$ cat src/rtl/gps_ack_search_if.sv
// Search-controller bus between gps_ack_search and its host/correlator.
// The master side drives the start request and correlator magnitude; the slave side (the controller) drives the rest.
interface gps_ack_search_if;
    logic        start;
    logic [5:0]  sat_in;
    logic [15:0] threshold;
    logic [15:0] integrator;
    logic [5:0]  ack_satelite;
    logic [9:0]  ack_chip_delay;
    logic [31:0] ack_doppler;
    logic        ack_clr;
    logic        busy;
    logic        done;
    logic        found;
    logic [9:0]  best_chip;
    logic [4:0]  best_bin;
    logic [15:0] best_mag;

    modport master (
        output start, sat_in, threshold, integrator,
        input  ack_satelite, ack_chip_delay, ack_doppler, ack_clr,
        input  busy, done, found, best_chip, best_bin, best_mag
    );

    modport slave (
        input  start, sat_in, threshold, integrator,
        output ack_satelite, ack_chip_delay, ack_doppler, ack_clr,
        output busy, done, found, best_chip, best_bin, best_mag
    );
endinterface

$ cat src/rtl/gps_ack_search.sv
// Code-phase x Doppler peak search around gps_ack; start->done takes N_CHIPS*N_DOPP_BINS*(DWELL_CYCLES+2)+2 cycles.
// No backpressure: start is ignored while busy. `define GPS_ACK_SEARCH_EARLY_EXIT_EN stops at the first cell >= threshold.
module gps_ack_search #(
    parameter int          DWELL_CYCLES = 16368,
    parameter int          N_CHIPS      = 1023,
    parameter int          N_DOPP_BINS  = 21,
    parameter logic [31:0] DOPP_START   = 32'hFFFF_EC78,
    parameter logic [31:0] DOPP_STEP    = 32'd500
) (
    input  logic             i_clk,
    input  logic             i_rst,
    gps_ack_search_if.slave  io_srch
);

    localparam int             DW         = $clog2(DWELL_CYCLES + 1);
    localparam logic [DW-1:0]  DWELL_LAST = DW'(DWELL_CYCLES - 1);
    localparam logic [9:0]     CHIP_LAST  = 10'(N_CHIPS - 1);
    localparam logic [4:0]     BIN_LAST   = 5'(N_DOPP_BINS - 1);

    typedef enum logic [2:0] {
        S_IDLE,
        S_SETUP,
        S_DWELL,
        S_SAMPLE,
        S_FIN
    } state_t;

    state_t         r_state;
    state_t         w_next;
    logic [5:0]     r_sat;
    logic [15:0]    r_thr;
    logic [9:0]     r_chip;
    logic [4:0]     r_bin;
    logic [31:0]    r_dopp;
    logic [DW-1:0]  r_dwell;
    logic [9:0]     r_best_chip;
    logic [4:0]     r_best_bin;
    logic [15:0]    r_best_mag;
    logic           r_busy;
    logic           r_done;
    logic           r_found;
    logic           w_ack_clr;
    logic           w_sat_ok;
    logic           w_last_cell;
    logic           w_dwell_end;
    logic           w_better;
    logic           w_hit;

    assign w_sat_ok    = (io_srch.sat_in != 6'd0) && (io_srch.sat_in <= 6'd32);
    assign w_last_cell = (r_chip == CHIP_LAST) && (r_bin == BIN_LAST);
    assign w_dwell_end = (r_dwell == DWELL_LAST);
    assign w_better    = (io_srch.integrator > r_best_mag);

`ifdef GPS_ACK_SEARCH_EARLY_EXIT_EN
    assign w_hit = (io_srch.integrator >= r_thr);
`else
    assign w_hit = 1'b0;
`endif

    always_ff @(posedge i_clk) begin
        if (i_rst) begin
            r_state <= S_IDLE;
        end else begin
            r_state <= w_next;
        end
    end

    always_comb begin
        w_next    = r_state;
        w_ack_clr = 1'b0;
        case (r_state)
            S_IDLE: begin
                if (io_srch.start && w_sat_ok) begin
                    w_next = S_SETUP;
                end
            end
            S_SETUP: begin
                w_ack_clr = 1'b1;
                w_next    = S_DWELL;
            end
            S_DWELL: begin
                if (w_dwell_end) begin
                    w_next = S_SAMPLE;
                end
            end
            S_SAMPLE: begin
                w_next = (w_last_cell || w_hit) ? S_FIN : S_SETUP;
            end
            S_FIN: begin
                w_next = S_IDLE;
            end
            default: begin
                w_next = S_IDLE;
            end
        endcase
    end

    always_ff @(posedge i_clk) begin
        if (i_rst) begin
            r_sat       <= '0;
            r_thr       <= '0;
            r_chip      <= '0;
            r_bin       <= '0;
            r_dopp      <= '0;
            r_dwell     <= '0;
            r_best_chip <= '0;
            r_best_bin  <= '0;
            r_best_mag  <= '0;
            r_busy      <= 1'b0;
            r_done      <= 1'b0;
            r_found     <= 1'b0;
        end else begin
            r_done <= 1'b0;
            case (r_state)
                S_IDLE: begin
                    if (io_srch.start) begin
                        r_best_chip <= '0;
                        r_best_bin  <= '0;
                        r_best_mag  <= '0;
                        r_found     <= 1'b0;
                        if (w_sat_ok) begin
                            r_sat  <= io_srch.sat_in;
                            r_thr  <= io_srch.threshold;
                            r_chip <= '0;
                            r_bin  <= '0;
                            r_dopp <= DOPP_START;
                            r_busy <= 1'b1;
                        end else begin
                            // Invalid PRN: report an empty search straight away.
                            r_done <= 1'b1;
                        end
                    end
                end
                S_SETUP: begin
                    r_dwell <= '0;
                end
                S_DWELL: begin
                    r_dwell <= r_dwell + DW'(1);
                end
                S_SAMPLE: begin
                    if (w_hit || w_better) begin
                        r_best_chip <= r_chip;
                        r_best_bin  <= r_bin;
                        r_best_mag  <= io_srch.integrator;
                    end
                    // Hold the final cell on the ack_* outputs when leaving for FIN.
                    if (!(w_last_cell || w_hit)) begin
                        if (r_chip < CHIP_LAST) begin
                            r_chip <= r_chip + 10'd1;
                        end else begin
                            r_chip <= '0;
                            r_bin  <= r_bin + 5'd1;
                            r_dopp <= r_dopp + DOPP_STEP;
                        end
                    end
                end
                S_FIN: begin
                    r_found <= (r_best_mag >= r_thr);
                    r_done  <= 1'b1;
                    r_busy  <= 1'b0;
                    r_sat   <= '0;
                end
                default: begin
                    r_busy <= 1'b0;
                end
            endcase
        end
    end

    assign io_srch.ack_satelite   = r_sat;
    assign io_srch.ack_chip_delay = r_chip;
    assign io_srch.ack_doppler    = r_dopp;
    assign io_srch.ack_clr        = w_ack_clr;
    assign io_srch.busy           = r_busy;
    assign io_srch.done           = r_done;
    assign io_srch.found          = r_found;
    assign io_srch.best_chip      = r_best_chip;
    assign io_srch.best_bin       = r_best_bin;
    assign io_srch.best_mag       = r_best_mag;

endmodule

$ cat src/flat_wrapper.sv
// flat-port wrapper written by rule: the top's interface ports become plain ports
module gps_ack_search_flat 
#(
    parameter int          DWELL_CYCLES = 16368,
    parameter int          N_CHIPS      = 1023,
    parameter int          N_DOPP_BINS  = 21,
    parameter logic [31:0] DOPP_START   = 32'hFFFF_EC78,
    parameter logic [31:0] DOPP_STEP    = 32'd500
)
  (i_clk, i_rst, io_srch_start, io_srch_sat_in, io_srch_threshold, io_srch_integrator, io_srch_ack_satelite, io_srch_ack_chip_delay, io_srch_ack_doppler, io_srch_ack_clr, io_srch_busy, io_srch_done, io_srch_found, io_srch_best_chip, io_srch_best_bin, io_srch_best_mag);
  gps_ack_search_if io_srch_i ();
  input  logic i_clk;
  input  logic i_rst;
  input wire logic [$bits(io_srch_i.start)-1:0] io_srch_start;
  input wire logic [$bits(io_srch_i.sat_in)-1:0] io_srch_sat_in;
  input wire logic [$bits(io_srch_i.threshold)-1:0] io_srch_threshold;
  input wire logic [$bits(io_srch_i.integrator)-1:0] io_srch_integrator;
  output wire logic [$bits(io_srch_i.ack_satelite)-1:0] io_srch_ack_satelite;
  output wire logic [$bits(io_srch_i.ack_chip_delay)-1:0] io_srch_ack_chip_delay;
  output wire logic [$bits(io_srch_i.ack_doppler)-1:0] io_srch_ack_doppler;
  output wire logic [$bits(io_srch_i.ack_clr)-1:0] io_srch_ack_clr;
  output wire logic [$bits(io_srch_i.busy)-1:0] io_srch_busy;
  output wire logic [$bits(io_srch_i.done)-1:0] io_srch_done;
  output wire logic [$bits(io_srch_i.found)-1:0] io_srch_found;
  output wire logic [$bits(io_srch_i.best_chip)-1:0] io_srch_best_chip;
  output wire logic [$bits(io_srch_i.best_bin)-1:0] io_srch_best_bin;
  output wire logic [$bits(io_srch_i.best_mag)-1:0] io_srch_best_mag;
  assign io_srch_i.start = io_srch_start;
  assign io_srch_i.sat_in = io_srch_sat_in;
  assign io_srch_i.threshold = io_srch_threshold;
  assign io_srch_i.integrator = io_srch_integrator;
  assign io_srch_ack_satelite = io_srch_i.ack_satelite;
  assign io_srch_ack_chip_delay = io_srch_i.ack_chip_delay;
  assign io_srch_ack_doppler = io_srch_i.ack_doppler;
  assign io_srch_ack_clr = io_srch_i.ack_clr;
  assign io_srch_busy = io_srch_i.busy;
  assign io_srch_done = io_srch_i.done;
  assign io_srch_found = io_srch_i.found;
  assign io_srch_best_chip = io_srch_i.best_chip;
  assign io_srch_best_bin = io_srch_i.best_bin;
  assign io_srch_best_mag = io_srch_i.best_mag;
  gps_ack_search #(.DWELL_CYCLES(DWELL_CYCLES), .N_CHIPS(N_CHIPS), .N_DOPP_BINS(N_DOPP_BINS), .DOPP_START(DOPP_START), .DOPP_STEP(DOPP_STEP)) u_core (.i_clk(i_clk), .i_rst(i_rst), .io_srch(io_srch_i));
endmodule
$ cat config.mk
export PLATFORM = sky130hd
export DESIGN_NAME = gps_ack_search_flat
export DESIGN_NICKNAME = d
export VERILOG_FILES = /design/src/rtl/gps_ack_search_if.sv /design/src/rtl/gps_ack_search.sv /design/src/flat_wrapper.sv
export SDC_FILE = /design/constraint.sdc
export NUM_CORES = 1
export LEC_CHECK = 0
export CORE_AREA = 2 2 112 114
export DETAILED_ROUTE_END_ITERATION = 12
export DIE_AREA = 0 0 114 116
export GPL_ROUTABILITY_DRIVEN = 0
export PLACE_DENSITY = 0.8
export SETUP_SLACK_MARGIN = 0.02
export SLEW_MARGIN = 20
export SYNTH_ARGS = -nofsm -noshare
export SYNTH_HDL_FRONTEND = slang
export SYNTH_SLANG_ARGS = --single-unit
$ cat constraint.sdc
create_clock -name i_clk -period 3.5 [get_ports i_clk]
set_clock_uncertainty 0.15 [all_clocks]
set_input_delay 0.7 -clock i_clk [delete_from_list [all_inputs] [get_ports i_clk]]
set_output_delay 0.7 -clock i_clk [all_outputs]
set_load 0.1 [all_outputs]
detail.png
Region (16, 74) to (41, 99) um. Cells in gray, sequential cells in the stronger gray; small squares are vias.
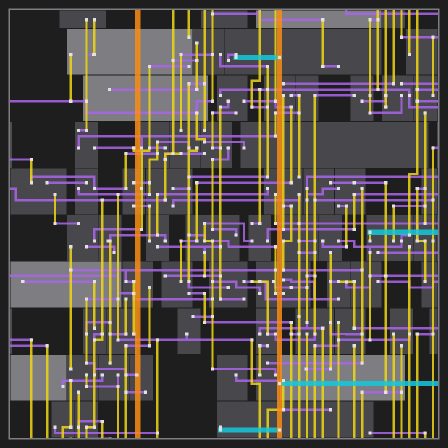
- orange: metal 4
- cyan: metal 3
- yellow: metal 2
- purple: metal 1
- sequential cells in the window: 4
- cells with their middle in the window: 57
- netlist names of flops here include: u_core.r_dwell (4)
- most frequent: nor2_1 (14), nand3_1 (9), a21oi_1 (7)

layer_met1.png
Scale: 4 px per um.
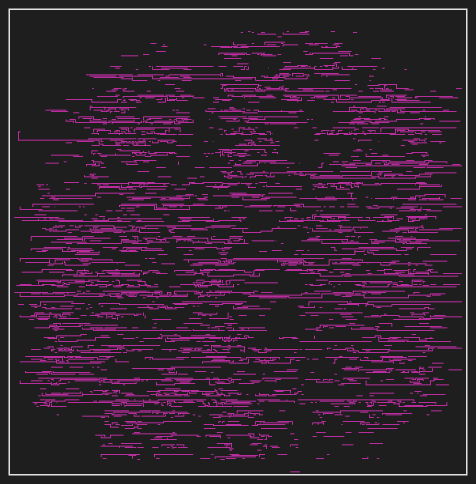
- share of all routed wire: 43%
- main direction: horizontal
- nets with wire on the layer: 848
- wire length on this layer: 6,950 um

placement_by_type.png
Scale: 3 px per um.
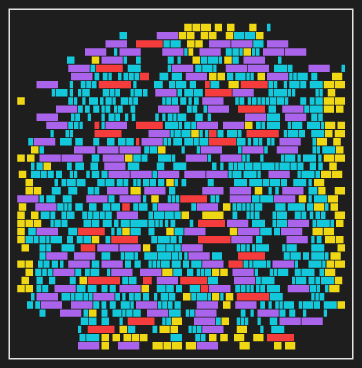
- red: clock drivers and dummy loads (cells 32)
- purple: sequential cells (cells 118)
- cyan: combinational and other logic (cells 582)
- yellow: remaining buffers and delay cells (cells 137)

sizes.png
Scale: 3 px per um.
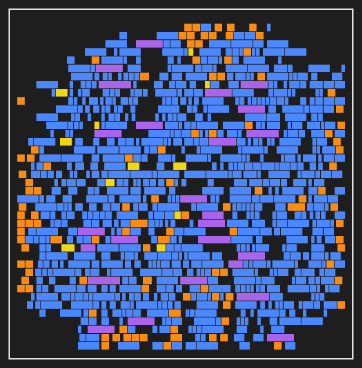
- blue: _0 and _1 cells (cells 726; share 84%)
- orange: _3 and _4 cells (cells 107; share 12%)
- purple: _6 and larger (cells 25; share 2.9%)
- yellow: _2 cells (cells 11; share 1.3%)

congestion.png
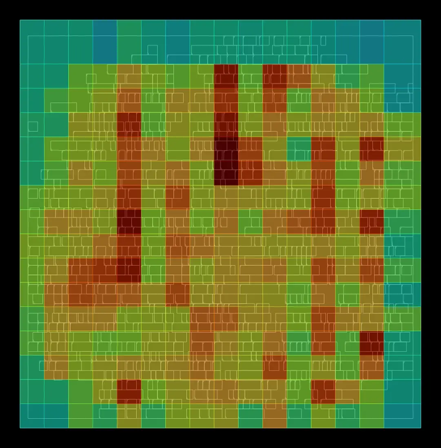
met3 usage: 5.60%
All-Layer GR Usage: 25.0%
grt met1 use: 30.3%
grt peak-use layer: met2

==> GITHUB_STEP_SUMMARY <==
## Implementation flow summary

| Metric | Value |
|---|---|
| Status | complete, no violations |
| Clk network pwr share | 45.3% |
| Worst-path clk slew | ~0.060 ns |
| Top class by area | combinational gates |
| Post-CTS sizing | 0 |
| Max stage delay cell, worst path | or4_4 |
| Final antenna-violating net count | 0 |
| Register area | ~2400 um2 |
| Reg-to-reg endpoint | u_core.io_srch.ack_doppler[29]$_SDFFE_PP0P_ |
| H-tree level count | 4 |
| #FFs+latches synth | between 100 and 150 |
| # DRC | 0 |
| Max VDD drop | 385 uV |
| Largest net degree at the start of global routing | between 40 and 50 |
| Async S/R FF share, synth | 0% |
| Crit-path cells | clkdlybuf4s50_1 > or4_4 > or3_4 > and3_1 > o21ai_4 > buf_4 > xor2_1 > nor2_1 |
| CTS sink cnt | 118 |
| Final WL | 16,200 um |
| Fp util | 51.7% |
| YS chip area | slightly above 6000 um2 |
| Clk latency late pin | approximately 0.41 ns |
| Number of non-clock buffers | 137 |
| Final slew viol count | 0 |
| Ys Warns | 0 |
| Critical Path Source | io_srch_sat_in[0] |
| Worst path depth | 8 |
| Antenna cells | 0 |
| Die height | 116 um |
| Critical path capture point type | flip-flop |
| Share of layout cells above drive strength 1 | 16.5% |
| Non-clock buffer share | 14.3% |
| Worst min-delay path category | flip-flop to flip-flop |
| FF-to-FF Start | u_core.io_srch.ack_chip_delay[4]$_SDFFE_PP0P_ |
| DP HPWL | 11,400 um |
| Logic pwr share | roughly 20% |
| CP max stage delay | 0.57 ns |
| RSZ-0062 raised after global routing | false |
| Cycle use final | 87.8% |
| R2r setup slk | 0.90 ns |
| Die area | 13,200 um2 |
| First-pass DRT Iterations | 5 |
| Placed cells | 984 |
| Post-synth EDFFs | 0 |
| TritonCTS clock tree | yes |
| Ys cells | between 700 and 800 |
| R2r worst-path depth | 7 |
## power by group through the flow
| stage | Clock (mW) | Combinational [mW] | Sequential, mW |
|---|---|---|---|
| 2_1_floorplan | 0 | 0.315 | 1.80 |
| 3_3_place_gp | 0 | 0.812 | 1.50 |
| 3_5_place_dp | 0 | 0.830 | 1.50 |
| 4_1_cts | 1.94 | 0.836 | 1.48 |
| 5_1_grt | 2.00 | 0.886 | 1.49 |
| 6_report | 1.92 | 0.837 | 1.48 |
## logic make-up (layout without fill, tap and decap cells)
group	Yosys count	after routing	synth area share, %
buffers and inverters	85	212	6.01
DFF	118	118	38.4
muxes	35	35	5.75
AOI/OAI and AO/OA	143	143	14.5
xor gates and xnor gates	25	25	3.56
and+or+nand+nor	296	296	24.0
other	1	2	0.0609
adders and majority gates	38	38	7.72
## cell usage in the layout, fill, tap and decap left out, drive strengths merged, types with 17 or more instances in the layout
cell type        n
dfxtp          118
nand2           98
buf             98
a21oi           64
nor2            55
inv             43
clkdlybuf4s50   39
ha              38
nand2b          35
mux2i           32
nand3           25
clkbuf          20
or3             17
## how the worst min path moves through the flow
stage	end	cells after the start	from
global route	u_core.r_thr[7]$_SDFFE_PP0P_	2	u_core.r_thr[7]$_SDFFE_PP0P_
CTS	u_core.r_thr[7]$_SDFFE_PP0P_	2	u_core.r_thr[7]$_SDFFE_PP0P_
floorplan	u_core.r_thr[10]$_SDFFE_PP0P_	2	u_core.r_thr[10]$_SDFFE_PP0P_
global placement	u_core.r_thr[5]$_SDFFE_PP0P_	2	u_core.r_thr[5]$_SDFFE_PP0P_
finish	u_core.r_thr[5]$_SDFFE_PP0P_	2	u_core.r_thr[5]$_SDFFE_PP0P_
detailed placement	u_core.r_thr[7]$_SDFFE_PP0P_	2	u_core.r_thr[7]$_SDFFE_PP0P_
## flip-flops by register name (all words and copies together) (netlist names)
signal	flops
u_core.r_thr	16
u_core.io_srch.ack_satelite	6
u_core.r_state	3
u_core.r_bin	5
u_core.io_srch.ack_doppler	30
u_core.io_srch.busy	1
u_core.io_srch.done	1
u_core.r_dwell	14
u_core.io_srch.best_bin	5
u_core.io_srch.best_mag	16
u_core.io_srch.ack_chip_delay	10
u_core.io_srch.best_chip	10
u_core.io_srch.found	1
## tightest hold or removal path: stages, from the launching register on
cell and delay (ns):
dfxtp_1 0.30, nand2_1 0.05, a21oi_1 0.05
## routing by layer
| layer | up-vias | track usage [%] | share of wire, % |
|---|---|---|---|
| li1 | 2824 | - | - |
| met1 | 2711 | 30.3 | 43 |
| met2 | 182 | 42.9 | 49 |
| met3 | 30 | 5.60 | 5.6 |
| met4 | 0 | 11.0 | 2.2 |
| met5 | - | 0 | 0 |
## through the flow
stage                     hold slack, ns  setup WS [ns]  power, mW  utilization [%]  area (um2)
after floorplan                    0.286          0.447       2.12                -        6160
after global placement             0.293          0.103       2.31             61.2        7290
after detailed placement           0.298         0.0141       2.33             61.2        7290
after CTS                          0.305          0.445       4.25             66.8        7950
after global routing               0.318          0.324       4.37             66.8        7950
final                              0.303          0.426       4.23             66.8        7950
Power is estimated from default activity; no workload was simulated.
